File: config.mk
export PLATFORM = sky130hd
export DESIGN_NAME = branch_redirect_unit
export DESIGN_NICKNAME = d
export VERILOG_FILES = /design/src/rtl/branch_redirect_unit.sv
export SDC_FILE = /design/constraint.sdc
export NUM_CORES = 2
export LEC_CHECK = 0
export ABC_CLOCK_PERIOD_IN_PS = 7320
export CELL_PAD_IN_SITES_DETAIL_PLACEMENT = 2
export CELL_PAD_IN_SITES_GLOBAL_PLACEMENT = 2
export CORE_MARGIN = 4
export CORE_UTILIZATION = 45
export CTS_CLUSTER_DIAMETER = 80
export DETAILED_ROUTE_END_ITERATION = 12
export HOLD_SLACK_MARGIN = 0.05
export PLACE_DENSITY_LB_ADDON = 0.1
export SYNTH_ARGS = -nofsm -noshare
export SYNTH_HDL_FRONTEND = slang
export SYNTH_SLANG_ARGS = --single-unit
File: constraint.sdc
create_clock -name clk -period 7.32 [get_ports clk]
set_input_delay 1.098 -clock clk [delete_from_list [all_inputs] [get_ports clk]]
set_output_delay 1.098 -clock clk [all_outputs]
set_load 0.01 [all_outputs]
File: src/rtl/branch_redirect_unit.sv
// Next-PC unit: owns the fetch PC, a direct-mapped BTB with 2-bit direction counters,
// resolves EX branches/jumps into flush/redirect and keeps saturating statistics.
module branch_redirect_unit #(
   parameter int unsigned     XLEN        = 32,
   parameter int unsigned     BTB_ENTRIES = 64,
   parameter logic [XLEN-1:0] RESET_PC    = 32'h0000_0000,
   parameter logic [1:0]      CTR_INIT    = 2'b01
) (
   input  logic            clk,
   input  logic            rst,
   input  logic            stall_i,
   output logic [XLEN-1:0] pc_o,
   output logic            pred_taken_o,
   output logic [XLEN-1:0] pred_target_o,
   input  logic            ex_valid_i,
   input  logic            ex_branch_i,
   input  logic            ex_jump_i,
   input  logic            ex_cond_true_i,
   input  logic [XLEN-1:0] ex_pc_i,
   input  logic [XLEN-1:0] ex_target_i,
   input  logic            ex_pred_taken_i,
   input  logic [XLEN-1:0] ex_pred_target_i,
   output logic            flush_o,
   output logic [31:0]     branch_cnt_o,
   output logic [31:0]     mispred_cnt_o
);

   localparam int unsigned     IDXW    = $clog2(BTB_ENTRIES);
   localparam int unsigned     TAGW    = XLEN - IDXW - 2;
   localparam logic [XLEN-1:0] PC_STEP = {{(XLEN-3){1'b0}}, 3'b100};
   localparam logic [31:0]     CNT_MAX = 32'hFFFF_FFFF;

   logic [XLEN-1:0] pc_r;
   logic [31:0]     br_cnt_r;
   logic [31:0]     mp_cnt_r;
   logic            valid_r [BTB_ENTRIES];
   logic [TAGW-1:0] tag_r   [BTB_ENTRIES];
   logic [XLEN-1:0] tgt_r   [BTB_ENTRIES];
   logic [1:0]      ctr_r   [BTB_ENTRIES];

   logic [IDXW-1:0] lk_idx_s;
   logic [TAGW-1:0] lk_tag_s;
   logic            lk_hit_s;
   logic            pred_taken_s;
   logic [XLEN-1:0] pred_target_s;
   logic [IDXW-1:0] ex_idx_s;
   logic [TAGW-1:0] ex_tag_s;
   logic            ex_hit_s;
   logic            res_s;
   logic            taken_s;
   logic            mispred_s;
   logic [XLEN-1:0] next_pc_s;

   // Fetch-side BTB lookup on the current PC (sees pre-update contents).
   always_comb begin
      lk_idx_s     = pc_r[IDXW+1:2];
      lk_tag_s     = pc_r[XLEN-1:IDXW+2];
      lk_hit_s     = valid_r[lk_idx_s] && (tag_r[lk_idx_s] == lk_tag_s);
      pred_taken_s = lk_hit_s && ctr_r[lk_idx_s][1];
      if (pred_taken_s) begin
         pred_target_s = tgt_r[lk_idx_s];
      end else begin
         pred_target_s = pc_r + PC_STEP;
      end
   end

   // EX resolution: actual direction versus the prediction carried down the pipe.
   always_comb begin
      ex_idx_s  = ex_pc_i[IDXW+1:2];
      ex_tag_s  = ex_pc_i[XLEN-1:IDXW+2];
      ex_hit_s  = valid_r[ex_idx_s] && (tag_r[ex_idx_s] == ex_tag_s);
      res_s     = ex_valid_i && (ex_branch_i || ex_jump_i);
      taken_s   = ex_jump_i || (ex_branch_i && ex_cond_true_i);
      mispred_s = res_s && ((taken_s != ex_pred_taken_i) ||
                            (taken_s && (ex_target_i != ex_pred_target_i)));
   end

   // Next fetch PC: a redirect overrides a hazard stall.
   always_comb begin
      if (mispred_s) begin
         if (taken_s) begin
            next_pc_s = ex_target_i;
         end else begin
            next_pc_s = ex_pc_i + PC_STEP;
         end
      end else if (stall_i) begin
         next_pc_s = pc_r;
      end else begin
         next_pc_s = pred_target_s;
      end
   end

   // Fetch PC and saturating statistics.
   always_ff @(posedge clk) begin
      if (rst) begin
         pc_r     <= RESET_PC;
         br_cnt_r <= 32'h0000_0000;
         mp_cnt_r <= 32'h0000_0000;
      end else begin
         pc_r <= next_pc_s;
         if (res_s && (br_cnt_r != CNT_MAX)) begin
            br_cnt_r <= br_cnt_r + 32'd1;
         end
         if (mispred_s && (mp_cnt_r != CNT_MAX)) begin
            mp_cnt_r <= mp_cnt_r + 32'd1;
         end
      end
   end

   // BTB training from resolved EX instructions; untaken misses leave the table alone.
   always_ff @(posedge clk) begin
      if (rst) begin
         for (int i = 0; i < BTB_ENTRIES; i++) begin
            valid_r[i] <= 1'b0;
            ctr_r[i]   <= CTR_INIT;
         end
      end else if (res_s) begin
         if (ex_hit_s) begin
            if (taken_s) begin
               tgt_r[ex_idx_s] <= ex_target_i;
               if (ctr_r[ex_idx_s] != 2'b11) begin
                  ctr_r[ex_idx_s] <= ctr_r[ex_idx_s] + 2'b01;
               end
            end else if (ctr_r[ex_idx_s] != 2'b00) begin
               ctr_r[ex_idx_s] <= ctr_r[ex_idx_s] - 2'b01;
            end
         end else if (taken_s) begin
            valid_r[ex_idx_s] <= 1'b1;
            tag_r[ex_idx_s]   <= ex_tag_s;
            tgt_r[ex_idx_s]   <= ex_target_i;
            ctr_r[ex_idx_s]   <= 2'b10;
         end
      end
   end

   assign pc_o          = pc_r;
   assign pred_taken_o  = pred_taken_s;
   assign pred_target_o = pred_target_s;
   assign flush_o       = mispred_s && !rst;
   assign branch_cnt_o  = br_cnt_r;
   assign mispred_cnt_o = mp_cnt_r;

endmodule

==> results_dict.tcl <==
# flow metrics
set metrics [dict create \
    dr_total_vias 104685 \
    yosys.area.top_type "edfxtp_1" \
    maxCapViolations 4 \
    drv_slew 29 \
    peakVddDrop_v 0.0002155 \
    timing.final.ws_setup_ns -0.06967 \
    power_mw 51.81 \
    globalRouteOverflowTotal 0 \
    grt.total_usage_pct 37.70 \
    cp-start-kind "register" \
    critPathArrivalTime_ns 6.29 \
    cts_tree "yes" \
    setup_viol 15 \
    finClkSkew_ns 0.07386 \
    clock_latency_ns 1.06 \
    fin_crit_ns 7.390 \
    ys_chip_area_mm2 0.1669 \
    cp-end-kind "output pin" \
    violations "capacitance limit, slew limit, setup timing" \
    crit_buf_inv 6 \
    cts.sinks 3878 \
    async_flop_share_pct 0 \
    p_clk_share_pct 41.9 \
    cp_top_family "buffers and inverters" \
    synth-warning-count 0 \
    slowest_delay_ns 0.66 \
    crit_chain "buf_4 > and3b_1 > buf_4 > and3_1 > a21oi_1 > nand4_1 > nor3_1 > xnor2_1 > a2111oi_2 > nand4_1 > buf_4 > nor3b_4 > buf_12 > buf_16 > mux2_2 > clkdlybuf4s50_1" \
    fin_tns_setup_ns -0.6330 \
    leakagePower_nw 62.35 \
    post_cts_buffers 32 \
    drt-wirelength-per-cell_um 48.75 \
    status "finished with violations" \
    final-seq-area_mm2 0.1148 \
]
## stage by stage
| step | setup slack [ns] | util, % |
|---|---|---|
| 2_1_floorplan | 1.265 | - |
| 3_3_place_gp | 0.08432 | 48.90 |
| 3_5_place_dp | 0.03643 | 48.90 |
| 4_1_cts | 0.003962 | 52.79 |
| 5_1_grt | -0.04059 | 52.95 |
| 6_report | -0.06967 | 52.97 |
## logic make-up after synthesis
| kind of cell | share of synthesized area, % |
|---|---|
| AND-OR/OR-AND | 3.969 |
| XOR/XNOR | 1.018 |
| adder cells (fa/ha/maj) | 0.02998 |
| buffers and inverters | 2.110 |
| flip-flops | 68.76 |
| multiplexers | 20.75 |
| AND/OR/NAND/NOR | 3.363 |
## area by class of cell
type,count,area share (%)
repair buffers,1041,5.528
well taps,4950,3.167
inverters,20,0.04287
clock inverters,231,1.122
multi-input cells,4243,25.59
clock buffers,543,5.786
flip-flops and latches,3878,58.72
diodes,39,0.04991
## state kept, by name, summed over array words and instances, names as in the netlist, named ones only
signal and flops:
tgt_r 2048, tag_r 1536, ctr_r 128, valid_r 64, branch_cnt_o 32, mispred_cnt_o 32
pc_o 32
## cell usage after synthesis, drive strengths merged (9+ instances only)
cell and count:
inv 19, a22oi 328, a31oi 44, nor3 61, nand3 252, buf 390
a211oi 34, nand2 244, o221ai 11, nor2b 26, and2 14, mux4 1169
or2 10, edfxtp 3712, o22ai 30, o2bb2ai 30, a21o 36, and3 44
xnor2 95, o211ai 21, nor4 83, xor2 99, clkbuf 247, a221o 23
a32oi 11, nand4 64, a21oi 74, a31o 64, or3 11, a22o 22
nand2b 17, a221oi 29, dfxtp 166, mux2i 762, nor2 297, o21ai 82
o2111ai 9, mux2 56
## power by group through the flow
stage / Sequential (mW) / Combinational, mW / Clock [mW]
floorplan: 24.9 / 2.76 / 0
global placement: 25.0 / 5.12 / 0
detailed placement: 25.0 / 5.24 / 0
CTS: 24.5 / 5.43 / 21.9
global route: 24.5 / 5.69 / 22.9
finish: 24.5 / 5.60 / 21.7
## worst max path at each step
stage,startpoint,end,cells after the start
5_1_grt,register,pred_target_o[30],16
3_3_place_gp,register,pred_target_o[7],14
6_report,register,pred_target_o[30],16
4_1_cts,register,pred_target_o[0],18
2_1_floorplan,ex_pc_i[3],tag_r[33][0],18
3_5_place_dp,register,pred_target_o[26],14
## layer usage
metal | vias up | GRT usage, %
li1 | 38587 | -
met1 | 57328 | 46.66
met2 | 6898 | 61.52
met3 | 1830 | 6.958
met4 | 42 | 23.55
met5 | - | 0
## layout by cell type (no fill, tap or decap), drive strengths merged, types with 23 or more instances in the layout
cell type	n
diode	39
nor2b	26
a31oi	44
a31o	64
edfxtp	3712
clkinv	173
a22oi	328
a211oi	34
bufinv	37
inv	32
and3	44
nand3	252
mux4	1169
clkdlybuf4s50	153
o21ai	82
nor2	297
mux2i	762
o2bb2ai	30
a221oi	29
nand4	64
mux2	56
a21oi	74
nor4	83
a21o	36
a221o	23
clkbuf	548
nor3	61
buf	862
o22ai	30
xor2	99
xnor2	95
dfxtp	166
nand2	244
Figure 1. Placement by cell class.
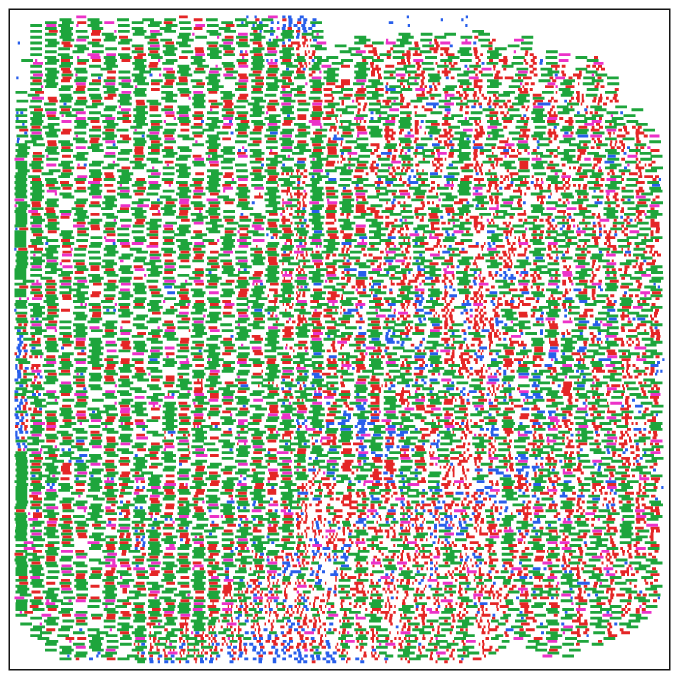
Key: remaining buffers and delay cells = blue [cells 1041, share of their area 5.7%]; clock drivers and dummy loads = magenta [cells 774, share of their area 7.1%]; sequential cells = green [cells 3878, share of their area 61%]; combinational and other logic = red [cells 4263, share of their area 26%]
Core Area: 0.3691 mm^2
Seq area share: 58.72%

Figure 2. Sequential cells grouped by signal name.
Scale bar: 200 um. Other sequential cells in the stronger gray, the rest of the logic in the fainter gray.
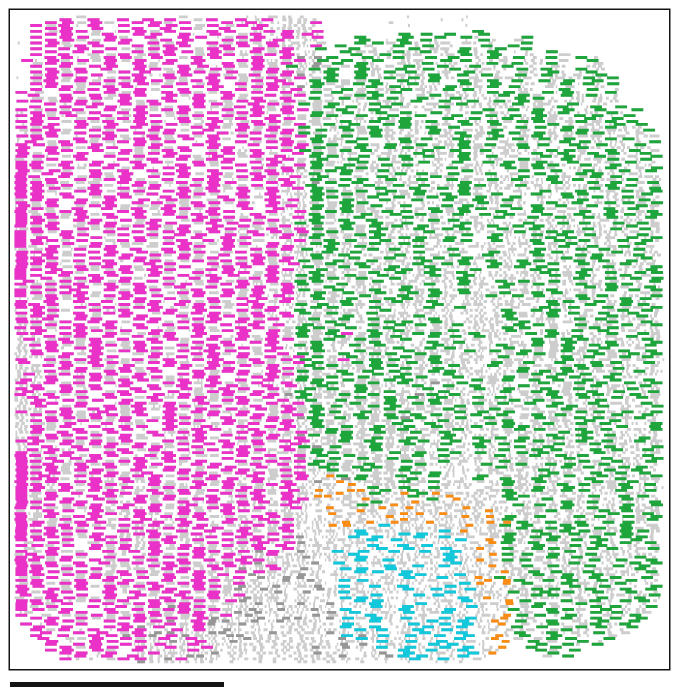
Key: tag_r = green [placed flops 1536]; tgt_r = magenta [placed flops 2048]; valid_r = orange [placed flops 64]; ctr_r = cyan [placed flops 128, where bottom center]
Another 102 sequential cells are not colored.

Power figures rest on the tool's default switching activity, not on a simulated workload.
